File: src/rtl/set_ctrl_if.sv
// -----------------------------------------------------------------------------
// set_ctrl_if
// Purpose : Bundles the job handshake, the datapath point bus and the result
//           signals of the SET engine sequencer into one interface.
// Signals : en_i        job request (driven by the requester)
//           hit_i       datapath hit result for the point under test
//           buffer_en_o load strobe to the input buffer
//           clear_o     clear strobe to the input buffer
//           point_x_o   grid x of the point under test
//           point_y_o   grid y of the point under test
//           point_vld_o point_x_o/point_y_o carry a live point
//           busy_o      job in progress
//           valid_o     one-cycle pulse, candidate_o is final
//           candidate_o hit count of the last job
// Modports: slave  - the sequencer (set_ctrl)
//           master - the job requester / datapath side
// -----------------------------------------------------------------------------
interface set_ctrl_if #(
  parameter int COORD_W = 4,
  parameter int CNT_W   = 8
);
  logic               en_i;
  logic               hit_i;
  logic               buffer_en_o;
  logic               clear_o;
  logic [COORD_W-1:0] point_x_o;
  logic [COORD_W-1:0] point_y_o;
  logic               point_vld_o;
  logic               busy_o;
  logic               valid_o;
  logic [CNT_W-1:0]   candidate_o;

  modport slave (
    input  en_i, hit_i,
    output buffer_en_o, clear_o, point_x_o, point_y_o, point_vld_o,
           busy_o, valid_o, candidate_o
  );

  modport master (
    output en_i, hit_i,
    input  buffer_en_o, clear_o, point_x_o, point_y_o, point_vld_o,
           busy_o, valid_o, candidate_o
  );
endinterface

File: src/rtl/set_ctrl.sv
// -----------------------------------------------------------------------------
// set_ctrl
// Purpose : Sequencer for the SET engine. Takes a job, strobes the input
//           buffer, sweeps every grid point (x inner loop, y outer loop)
//           through the hit datapath, counts hits and reports the candidate
//           count with a one-cycle valid, clearing the buffer in that cycle.
// Ports   : clk_i  clock, rising edge
//           rst_i  asynchronous active-high reset
//           bus    set_ctrl_if.slave (job handshake, point bus, result)
// Options : SET_CTRL_PIPE_HIT_EN - when defined, hit_i belongs to the point
//           issued one cycle earlier (registered datapath); an extra DRAIN
//           cycle collects the last hit before DONE.
// -----------------------------------------------------------------------------
module set_ctrl #(
  parameter int GRID_MIN = 1,
  parameter int GRID_MAX = 8,
  parameter int COORD_W  = 4,
  parameter int CNT_W    = 8
) (
  input logic       clk_i,
  input logic       rst_i,
  set_ctrl_if.slave bus
);

  localparam logic [COORD_W-1:0] C_MIN = COORD_W'(GRID_MIN);
  localparam logic [COORD_W-1:0] C_MAX = COORD_W'(GRID_MAX);

  typedef enum logic [1:0] {IDLE, SCAN, DRAIN, DONE} state_t;

  state_t             state_q;
  logic [COORD_W-1:0] x_q;
  logic [COORD_W-1:0] y_q;
  logic               pointVld_q;
  logic               busy_q;
  logic               valid_q;
  logic               clear_q;
  logic [CNT_W-1:0]   cnt_q;
  logic [CNT_W-1:0]   cnt_d;
  logic [CNT_W-1:0]   cand_q;
  logic               hitLive;

  // hitLive marks the cycles in which hit_i belongs to a live point.
`ifdef SET_CTRL_PIPE_HIT_EN
  logic hitVld_q;
  assign hitLive = hitVld_q;
`else
  assign hitLive = pointVld_q;
`endif

  assign cnt_d = (hitLive && bus.hit_i) ? cnt_q + CNT_W'(1) : cnt_q;

  // The load strobe must fire in the same cycle as the request, so it is
  // the one output that is not registered; reset masks it.
  assign bus.buffer_en_o = (state_q == IDLE) && bus.en_i && !rst_i;
  assign bus.clear_o     = clear_q;
  assign bus.point_x_o   = x_q;
  assign bus.point_y_o   = y_q;
  assign bus.point_vld_o = pointVld_q;
  assign bus.busy_o      = busy_q;
  assign bus.valid_o     = valid_q;
  assign bus.candidate_o = cand_q;

  // Job sequencer with registered outputs. cand_q is loaded only on the way
  // into DONE so the previous result stays visible during the next sweep.
  always_ff @(posedge clk_i or posedge rst_i) begin
    if (rst_i) begin
      state_q    <= IDLE;
      x_q        <= C_MIN;
      y_q        <= C_MIN;
      pointVld_q <= 1'b0;
      busy_q     <= 1'b0;
      valid_q    <= 1'b0;
      clear_q    <= 1'b0;
      cnt_q      <= '0;
      cand_q     <= '0;
`ifdef SET_CTRL_PIPE_HIT_EN
      hitVld_q   <= 1'b0;
`endif
    end else begin
`ifdef SET_CTRL_PIPE_HIT_EN
      hitVld_q <= pointVld_q;
`endif
      case (state_q)
        IDLE: begin
          if (bus.en_i) begin
            cnt_q      <= '0;
            x_q        <= C_MIN;
            y_q        <= C_MIN;
            pointVld_q <= 1'b1;
            busy_q     <= 1'b1;
            state_q    <= SCAN;
          end
        end
        SCAN: begin
          cnt_q <= cnt_d;
          if (x_q == C_MAX) begin
            x_q <= C_MIN;
            if (y_q == C_MAX) begin
              // Last point has just been on the bus.
              y_q        <= C_MIN;
              pointVld_q <= 1'b0;
`ifdef SET_CTRL_PIPE_HIT_EN
              state_q    <= DRAIN;
`else
              cand_q     <= cnt_d;
              valid_q    <= 1'b1;
              clear_q    <= 1'b1;
              state_q    <= DONE;
`endif
            end else begin
              y_q <= y_q + COORD_W'(1);
            end
          end else begin
            x_q <= x_q + COORD_W'(1);
          end
        end
        DRAIN: begin
          // Collects the hit of the final point from the registered datapath.
          cnt_q   <= cnt_d;
          cand_q  <= cnt_d;
          valid_q <= 1'b1;
          clear_q <= 1'b1;
          state_q <= DONE;
        end
        DONE: begin
          busy_q  <= 1'b0;
          valid_q <= 1'b0;
          clear_q <= 1'b0;
          state_q <= IDLE;
        end
        default: state_q <= IDLE;
      endcase
    end
  end

endmodule

File: src/flat_wrapper.sv
// flat-port wrapper written by rule: the top's interface ports become plain ports
module set_ctrl_flat 
#(
  parameter int GRID_MIN = 1,
  parameter int GRID_MAX = 8,
  parameter int COORD_W  = 4,
  parameter int CNT_W    = 8
)
  (clk_i, rst_i, bus_en_i, bus_hit_i, bus_buffer_en_o, bus_clear_o, bus_point_x_o, bus_point_y_o, bus_point_vld_o, bus_busy_o, bus_valid_o, bus_candidate_o);
  set_ctrl_if #(.COORD_W(COORD_W), .CNT_W(CNT_W)) bus_i ();
  input logic clk_i;
  input logic rst_i;
  input wire logic [$bits(bus_i.en_i)-1:0] bus_en_i;
  input wire logic [$bits(bus_i.hit_i)-1:0] bus_hit_i;
  output wire logic [$bits(bus_i.buffer_en_o)-1:0] bus_buffer_en_o;
  output wire logic [$bits(bus_i.clear_o)-1:0] bus_clear_o;
  output wire logic [$bits(bus_i.point_x_o)-1:0] bus_point_x_o;
  output wire logic [$bits(bus_i.point_y_o)-1:0] bus_point_y_o;
  output wire logic [$bits(bus_i.point_vld_o)-1:0] bus_point_vld_o;
  output wire logic [$bits(bus_i.busy_o)-1:0] bus_busy_o;
  output wire logic [$bits(bus_i.valid_o)-1:0] bus_valid_o;
  output wire logic [$bits(bus_i.candidate_o)-1:0] bus_candidate_o;
  assign bus_i.en_i = bus_en_i;
  assign bus_i.hit_i = bus_hit_i;
  assign bus_buffer_en_o = bus_i.buffer_en_o;
  assign bus_clear_o = bus_i.clear_o;
  assign bus_point_x_o = bus_i.point_x_o;
  assign bus_point_y_o = bus_i.point_y_o;
  assign bus_point_vld_o = bus_i.point_vld_o;
  assign bus_busy_o = bus_i.busy_o;
  assign bus_valid_o = bus_i.valid_o;
  assign bus_candidate_o = bus_i.candidate_o;
  set_ctrl #(.GRID_MIN(GRID_MIN), .GRID_MAX(GRID_MAX), .COORD_W(COORD_W), .CNT_W(CNT_W)) u_core (.clk_i(clk_i), .rst_i(rst_i), .bus(bus_i));
endmodule
File: config.mk
export PLATFORM = sky130hd
export DESIGN_NAME = set_ctrl_flat
export DESIGN_NICKNAME = d
export VERILOG_FILES = /design/src/rtl/set_ctrl_if.sv /design/src/rtl/set_ctrl.sv /design/src/flat_wrapper.sv
export SDC_FILE = /design/constraint.sdc
export NUM_CORES = 1
export LEC_CHECK = 0
export ABC_AREA = 1
export CAP_MARGIN = 20
export CORE_MARGIN = 2
export CORE_UTILIZATION = 30
export DETAILED_ROUTE_END_ITERATION = 8
export PLACE_DENSITY_LB_ADDON = 0.25
export SLEW_MARGIN = 20
export SYNTH_ARGS = -nofsm -noshare
export SYNTH_HDL_FRONTEND = slang
export SYNTH_SLANG_ARGS = --single-unit
File: constraint.sdc
create_clock -name clk_i -period 3.85 [get_ports clk_i]
set_clock_uncertainty 0.2 [all_clocks]
set_input_delay 0.9625 -clock clk_i [delete_from_list [all_inputs] [get_ports clk_i]]
set_output_delay 0.9625 -clock clk_i [all_outputs]
set_load 0.1 [all_outputs]
M1 wires:
Bar = 20 um. Supply wires on this layer in gray.
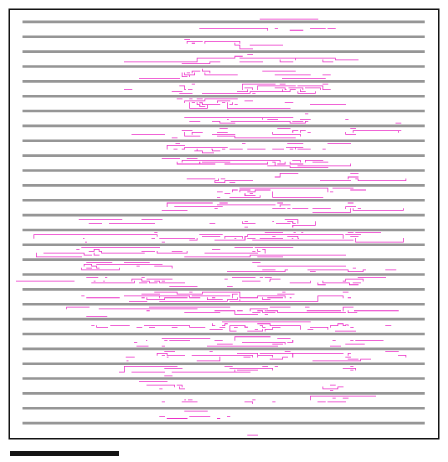
main direction: horizontal
wire length on this layer: 1660 um
share of all routed wire: 51%
longest straight run: 22.5 um
nets with wire on the layer: 220
final WL: 3.28 mm
vias after detailed routing: 1349
grt met1 use: 17.3%

Congestion heat map:
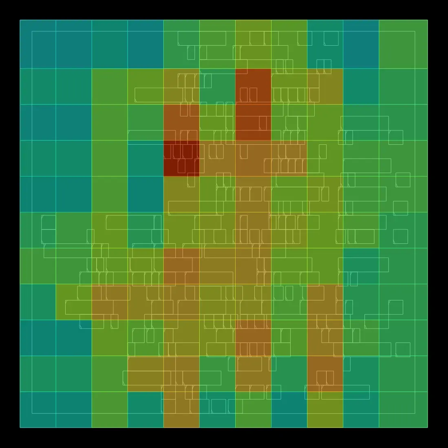
post-layout util: 37.3%
met3 track demand over resource: 3.33%

Gate-type map:
Bar = 20 um.
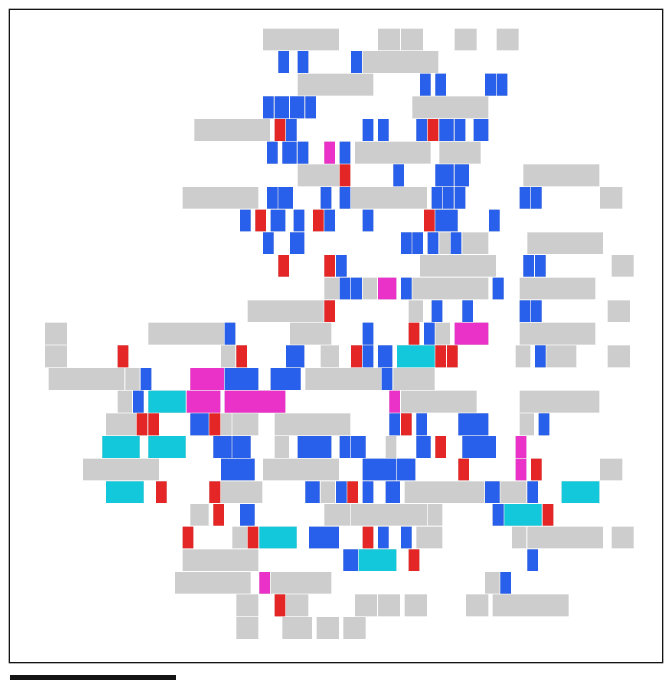
| color | family | cells | most used |
|---|---|---|---|
| magenta | NOR gates | 10 | nor2_1 |
| red | inverters | 32 | inv_1 |
| cyan | adder and majority cells | 9 | ha_1 |
| blue | NAND gates | 99 | nand2_1 |
Layout Cells excl Fill: 306
most numerous logic cell after layout: nand2_1
logic share of the area: 39.2%

==> results.txt <==
fresh numbers from the pnr run: status=completed, CTS tree=yes, Latency at later pin=approximately 0.28 ns, DP Wirelength=about 2.4 mm, CP max FO=5, Main area contributors=dfrtp_1, nand2_1, ha_1, Syn Nets=roughly 220, Slew Viols, Final=0, Port-buffer cells=24, setup bufs post-CTS=0, Post-synth top cells=nand2_1, dfrtp_1, inv_1, wire length on met2=1.39 mm, yosys synthesis chip area=between 0.0015 and 0.002 sq mm, hold path endpoint=u_core.bus.candidate_o[4], Synth Area in Adders=under 10%, Layout Nets=around 250, htree depth=2, first-pass GRT wire length=between 6 and 7 mm, clock buffers=8, vias in the first global route=roughly 1300, ANT cells=0, pre-CTS setup slack=0.646 ns, most frequent cells in the layout=nand2_1, dfrtp_1, inv_1, Well Taps=72, Synthesized registers=29, Complex Gates by Area=under 10%, Least-Margin Pin Slew=around 0.44 ns, Area Growth Syn to Fin=21.7%, grt total ovfl=0, Worst setup EP type=output pin, GR Util met2=18.7%, chip area=between 0.006 and 0.007 sq mm, Crit Path Class=in -> out, count of cell types in the netlist=24, #MultiIn Comb=about 140, worst setup path end=bus_buffer_en_o, router iterations before antenna repair=4
